## src/rtl/word_fetch_pkg.sv

```systemverilog
// Shared definitions for the word fetch controller: FSM encoding, wait-counter
// sizing and the elaboration-time legality checks on the ROM parameters.
package word_fetch_pkg;

    typedef enum logic [1:0] {
        IDLE = 2'd0,
        WAIT = 2'd1,
        HOLD = 2'd2
    } fetch_state_e;

    // Wait counter holds ROM_LAT-1, so it never needs to exceed 3.
    localparam int CNT_W = 2;
    localparam logic [CNT_W-1:0] CNT_ZERO = 2'd0;
    localparam logic [CNT_W-1:0] CNT_ONE  = 2'd1;

    function automatic bit rom_lat_ok(input int lat);
        return (lat >= 32'sd1) && (lat <= 32'sd4);
    endfunction

    function automatic bit depth_ok(input int depth, input int addr_w);
        return (depth > (32'sd1 << (addr_w - 32'sd1))) && (depth <= (32'sd1 << addr_w));
    endfunction

endpackage

```

## src/rtl/word_addr_sel.sv

```systemverilog
// Next ROM address selection: range fold of random indices, sequential
// increment and the optional no-immediate-repeat adjustment.
module word_addr_sel
    import word_fetch_pkg::*;
#(
    parameter int ADDR_W    = 5,
    parameter int DEPTH     = 32,
    parameter int NO_REPEAT = 1
) (
    input  logic [ADDR_W-1:0] Count,
    input  logic              Mode,
    input  logic [ADDR_W-1:0] last_addr,
    output logic [ADDR_W-1:0] idx
);

    localparam logic [ADDR_W-1:0] ADDR_ZERO = {ADDR_W{1'b0}};
    localparam logic [ADDR_W-1:0] ADDR_ONE  = {{(ADDR_W-1){1'b0}}, 1'b1};
    localparam logic [ADDR_W-1:0] LAST_ADDR = ADDR_W'(DEPTH - 1);
    localparam logic [ADDR_W-1:0] DEPTH_V   = ADDR_W'(DEPTH);
    localparam logic [ADDR_W:0]   DEPTH_EXT = (ADDR_W + 1)'(DEPTH);

    logic [ADDR_W-1:0] fold_s;
    logic [ADDR_W-1:0] seq_s;
    logic [ADDR_W-1:0] base_s;

    // One subtract suffices because DEPTH exceeds half the index space.
    always_comb begin
        fold_s = Count;
        seq_s  = ADDR_ZERO;
        base_s = ADDR_ZERO;
        idx    = ADDR_ZERO;
        if ({1'b0, Count} >= DEPTH_EXT) begin
            fold_s = Count - DEPTH_V;
        end else begin
            fold_s = Count;
        end
        if (last_addr == LAST_ADDR) begin
            seq_s = ADDR_ZERO;
        end else begin
            seq_s = last_addr + ADDR_ONE;
        end
        if (Mode) begin
            base_s = seq_s;
        end else begin
            base_s = fold_s;
        end
        if ((NO_REPEAT != 32'sd0) && (base_s == last_addr)) begin
            if (base_s == LAST_ADDR) begin
                idx = ADDR_ZERO;
            end else begin
                idx = base_s + ADDR_ONE;
            end
        end else begin
            idx = base_s;
        end
    end

endmodule

```

## src/rtl/word_fetch_ctrl.sv

```systemverilog
// Single-word ROM fetch controller: issues an address on Start, waits the ROM
// read latency, then holds the word under a Valid/Ready handshake.
module word_fetch_ctrl
    import word_fetch_pkg::*;
#(
    parameter int WORD_W    = 64,
    parameter int ADDR_W    = 5,
    parameter int DEPTH     = 32,
    parameter int ROM_LAT   = 1,
    parameter int NO_REPEAT = 1
) (
    input  logic              Clk,
    input  logic              Reset,
    input  logic              Start,
    input  logic              Mode,
    input  logic [ADDR_W-1:0] Count,
    output logic [ADDR_W-1:0] RomAddr,
    input  logic [WORD_W-1:0] RomData,
    output logic [WORD_W-1:0] WordOut,
    output logic              Valid,
    input  logic              Ready,
    output logic              Busy
);

    if (!rom_lat_ok(ROM_LAT)) begin : g_bad_rom_lat
        $error("word_fetch_ctrl: ROM_LAT must be 1..4");
    end
    if (!depth_ok(DEPTH, ADDR_W)) begin : g_bad_depth
        $error("word_fetch_ctrl: DEPTH must satisfy 2**(ADDR_W-1) < DEPTH <= 2**ADDR_W");
    end

    localparam logic [CNT_W-1:0]  CNT_LOAD  = CNT_W'(ROM_LAT - 1);
    localparam logic [ADDR_W-1:0] LAST_ADDR = ADDR_W'(DEPTH - 1);

    fetch_state_e      state_r;
    fetch_state_e      state_s;
    logic [CNT_W-1:0]  cnt_r;
    logic [ADDR_W-1:0] last_addr_r;
    logic [ADDR_W-1:0] idx_s;
    logic              issue_s;
    logic              load_s;
    logic              clear_s;

    word_addr_sel #(
        .ADDR_W    (ADDR_W),
        .DEPTH     (DEPTH),
        .NO_REPEAT (NO_REPEAT)
    ) u_addr_sel (
        .Count     (Count),
        .Mode      (Mode),
        .last_addr (last_addr_r),
        .idx       (idx_s)
    );

    // Next-state decode; Start is only honoured in IDLE or on a HOLD acceptance.
    always_comb begin
        state_s = state_r;
        issue_s = 1'b0;
        load_s  = 1'b0;
        clear_s = 1'b0;
        case (state_r)
            IDLE: begin
                if (Start) begin
                    issue_s = 1'b1;
                    state_s = WAIT;
                end else begin
                    state_s = IDLE;
                end
            end
            WAIT: begin
                if (cnt_r == CNT_ZERO) begin
                    load_s  = 1'b1;
                    state_s = HOLD;
                end else begin
                    state_s = WAIT;
                end
            end
            HOLD: begin
                if (Ready) begin
                    clear_s = 1'b1;
                    if (Start) begin
                        issue_s = 1'b1;
                        state_s = WAIT;
                    end else begin
                        state_s = IDLE;
                    end
                end else begin
                    state_s = HOLD;
                end
            end
            default: begin
                state_s = IDLE;
            end
        endcase
    end

    // State, address, wait counter and output registers.
    always_ff @(posedge Clk or negedge Reset) begin
        if (!Reset) begin
            state_r     <= IDLE;
            cnt_r       <= CNT_ZERO;
            last_addr_r <= LAST_ADDR;
            RomAddr     <= {ADDR_W{1'b0}};
            WordOut     <= {WORD_W{1'b0}};
            Valid       <= 1'b0;
            Busy        <= 1'b0;
        end else begin
            state_r <= state_s;
            Busy    <= (state_s != IDLE);
            if (issue_s) begin
                RomAddr     <= idx_s;
                last_addr_r <= idx_s;
                cnt_r       <= CNT_LOAD;
            end else if ((state_r == WAIT) && (cnt_r != CNT_ZERO)) begin
                cnt_r <= cnt_r - CNT_ONE;
            end else begin
                cnt_r <= cnt_r;
            end
            if (load_s) begin
                WordOut <= RomData;
                Valid   <= 1'b1;
            end else if (clear_s) begin
                Valid <= 1'b0;
            end else begin
                Valid <= Valid;
            end
        end
    end

endmodule

```

## config.mk

```make
export PLATFORM = sky130hd
export DESIGN_NAME = word_fetch_ctrl
export DESIGN_NICKNAME = d
export VERILOG_FILES = /design/src/rtl/word_fetch_pkg.sv /design/src/rtl/word_addr_sel.sv /design/src/rtl/word_fetch_ctrl.sv
export SDC_FILE = /design/constraint.sdc
export NUM_CORES = 1
export LEC_CHECK = 0
export CORE_ASPECT_RATIO = 1.1
export CORE_MARGIN = 1
export CORE_UTILIZATION = 38
export DETAILED_ROUTE_END_ITERATION = 10
export GPL_TIMING_DRIVEN = 0
export PLACE_DENSITY = 0.75
export SLEW_MARGIN = 20
export SYNTH_ARGS = -nofsm -noshare
export SYNTH_HDL_FRONTEND = slang
export SYNTH_SLANG_ARGS = --single-unit
```

## constraint.sdc

```tcl
create_clock -name Clk -period 2.75 [get_ports Clk]
set_input_delay 0.275 -clock Clk [delete_from_list [all_inputs] [get_ports Clk]]
set_output_delay 0.275 -clock Clk [all_outputs]
set_load 0.005 [all_outputs]
```

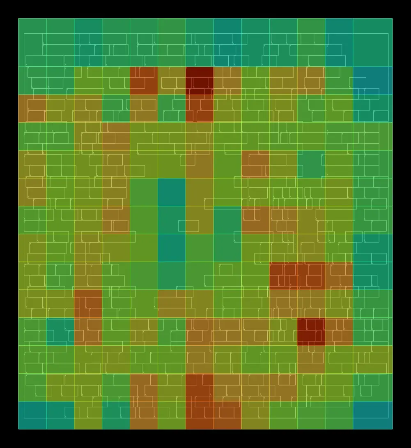
**Above:** track usage over the die.
M1 GR Usage: 0.185
GR Util met2: 0.301
Final Util: 0.617
Avg WL per Cell: 15.0 µm
M3 GR Usage: 0.0646

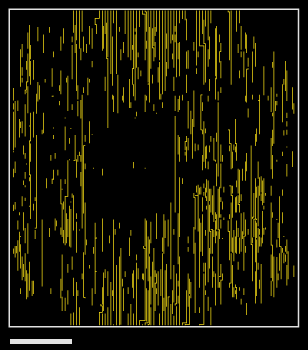
**Above:** the metal 2 layer.
The bar under the picture is 20 µm long.
longest straight run	42.8 µm
wire length on this layer	4090 µm
nets with wire on the layer	448
detailed-route wire length: 7830 µm
Vias: 2538

==> impl_metrics.py <==
# Metrics from the implementation run
metrics = {
    "min_path": {
        "min_to": "last_addr_r[2]$_DFFE_PN1P_",
        "hp-class": "input port to flop",
        "hp-start": "Mode",
        "worstHoldPathCells": 4,
    },
    "clock_tree": {
        "clkSinkCount": 80,
        "clk_latency_ns": 0.35,
        "cts_made_buffers": 9,
        "cts_tree": "built",
        "cts_buffer_depth": 2,
        "cts-htree-levels": 3,
        "path_clk_slew_ns": 0.09,
        "cts-root-buf": "clkbuf_8",
    },
    "synthesis": {
        "top_cell_area_share": 0.547,
        "ys_area_um2": 3430,
        "async_flop_share": 1.00,
        "yosysCellCount": 245,
        "synth-main-ff-cell": "dfrtp_1",
        "yosysTopAreaCell": "dfrtp_1",
        "syn_avg_cell_area_um2": 14.0,
        "netlist_area_um2": 3430,
        "yosys_warnings": 0,
        "top_cells_by_area": "dfrtp_1 55%, mux2_2 21%, dfstp_2 3.8%, ha_1 1.8%, nand2_1 1.2%",
        "synth_cell_types": 41,
        "yosys-top-cells-count": "75 x dfrtp_1, 64 x mux2_2, 11 x nand2_1",
        "edf_count": 0,
        "ys_ff": 80,
        "ys_seq_frac": 0.586,
        "most_common_cell": "dfrtp_1",
        "syn_nets": 324,
        "syn_inst": 245,
    },
    "finish": {
        "n_fill_cell": 712,
        "layout_top_cells": "142 x clkdlybuf4s50_1, 75 x dfrtp_1, 64 x mux2_2",
        "drive_gt1_frac": 0.283,
        "area_growth_pct": 54.4,
        "final_cells": 521,
        "diodes": 0,
        "layout_top_cell": "clkdlybuf4s50_1",
        "nNetsFinal": 484,
    },
    "placed_design": {
        "port_buffers": 143,
        "dp.cells": 500,
        "gp_congestion": 0.883,
        "dp_hpwl_um": 5840,
    },
    "outcome": {
        "status": "complete, no violations",
    },
    "floorplan": {
        "num_rows": 35,
        "die_h_um": 102,
        "dieArea_um2": 9410,
        "coreArea_um2": 8580,
        "io_pins": 145,
        "initial_core_util": 0.399,
        "die_w_um": 92.6,
    },
    "run": {
        "warning_count": 26,
        "cap_violations": 0,
    },
    "setup_path": {
        "r2r_cells": 10,
        "crit_path_frequent_cell": "ha_2",
        "endpoint": "RomAddr[3]$_DFFE_PN0P_",
        "required_ns": 3.02,
        "crit_path_max_incr_delay_ns": 0.57,
        "worstReg2RegEnd": "RomAddr[3]$_DFFE_PN0P_",
        "critPathTopFamily": "simple AND/OR/NAND/NOR gates",
        "cp.depth": 10,
        "path_buffers": 0,
        "startpoint": "last_addr_r[0]$_DFFE_PN1P_",
        "r2r_slack_ns": 0.1,
        "worstPathArrival_ns": 2.92,
        "cp_max_fo": 4,
        "crit_type": "flop to flop",
        "worstPathCellList": "ha_4, and3_1, ha_2, nand2b_4, o22ai_4, ha_2, and3_1, ha_2, or4_4, o211ai_1",
        "rr_startpoint": "last_addr_r[0]$_DFFE_PN1P_",
        "cp-start-kind": "flop",
        "cp_slowest_cell": "dfstp_2",
        "endpoint_kind": "flop",
    },
    "routing": {
        "vias_per_cell": 4.87,
        "drc": 0,
        "first_pass_iters": 3,
        "ant_nets": 0,
        "drt-initial-drc-count": 57,
    },
    "final_timing": {
        "whs_ns": 0.366,
        "relSlewSlack": 0.595,
        "drv_slew": 0,
        "finalCritPeriodShare": 0.964,
        "fin_crit_ns": 2.65,
        "tightestPinTransition_ns": 0.607,
        "grt_setup_unrepaired": "false",
        "timing.setup.tns_ns": 0,
        "hold_viol_final": 0,
        "fmax_mhz": 377,
        "setup_violations": 0,
        "finClkSkew_ns": 0.0120,
    },
    "global_routing": {
        "grt_antenna_before_repair": 0,
        "grtUsageTotal": 0.171,
        "grt_pass1_vias": 2722,
        "grt_busiest_layer": "met2",
        "overflow": 0,
        "grt_max_degree": 44,
        "grt_first_pass_wirelength_um": 12400,
    },
    "power": {
        "leakage_nw": 2.17,
        "peakVddDrop_v": 0.000533,
        "power-per-cell-area_nw_per_um2": 1100,
    },
}
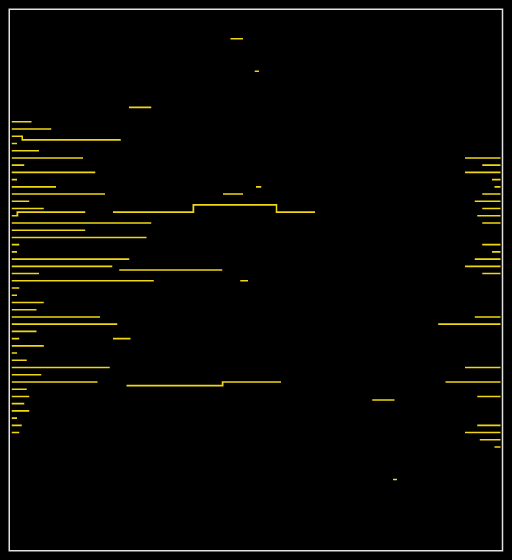
**Above:** signal wires on met3.
longest straight run	26.4 µm
nets with wire on the layer	72
wire length on this layer	584 µm
share of all routed wire	7.5%

-- timing repair --
item / 4_1_cts / 5_1_grt
pin swaps: 0 / 2
endpoints found under the hold margin: 36 / 0
hold buffers: 1 / 0
gates resized: 2 / 6
setup buffers: 2 / 2
setup endpoints to repair: 2 / 3
-- logic make-up after synthesis --
logic type,after synthesis,share of synthesized area
XOR/XNOR,6,0.0153
AND/OR/NAND/NOR,46,0.0785
flip-flops,80,0.586
adder cells (fa/ha/maj),5,0.0182
AND-OR/OR-AND,26,0.0624
multiplexers,66,0.218
buffers and inverters,16,0.0215
-- metrics by stage --
stage / setup WS (ns) / total power (W) / cell area [µm²]
5_1_grt: 0.00525 / 0.00623 / 5290
4_1_cts: 0.0171 / 0.00588 / 5250
3_5_place_dp: -0.113 / 0.00494 / 5020
2_1_floorplan: 0.126 / 0.00344 / 3430
3_3_place_gp: -1.45 / 0.00485 / 5000
6_report: 0.0981 / 0.00584 / 5290
-- where the power goes --
part           switching [W]  internal (W)  total (W)  leakage, nW
clock               0.000443      0.000447   0.000890       0.0989
combinational       0.000991       0.00184    0.00283         1.14
sequential          0.000317       0.00180    0.00212        0.935
-- routing by layer --
| layer | share of wire | vias up |
|---|---|---|
| met5 | 0 | - |
| met4 | 0.020 | 0 |
| met3 | 0.074 | 14 |
| met2 | 0.52 | 81 |
| met1 | 0.38 | 1246 |
| li1 | - | 1197 |
-- state kept, by name (all words and copies together), names as in the netlist --
name	flops
cnt_r	2
Busy	1
state_r	2
RomAddr	5
last_addr_r	5
WordOut	64
Valid	1
-- layout make-up --
cell class	instances	area [µm²]	area share
clock buffer	10	138	0.0260
clock inverter	6	67.6	0.0128
inverter	6	22.5	0.00426
multi-input combinational	149	1380	0.260
tap	111	139	0.0262
timing repair buffer	149	1490	0.281
sequential	80	2010	0.379
buffer	10	51.3	0.00969
Power and IR drop assume default switching activity.
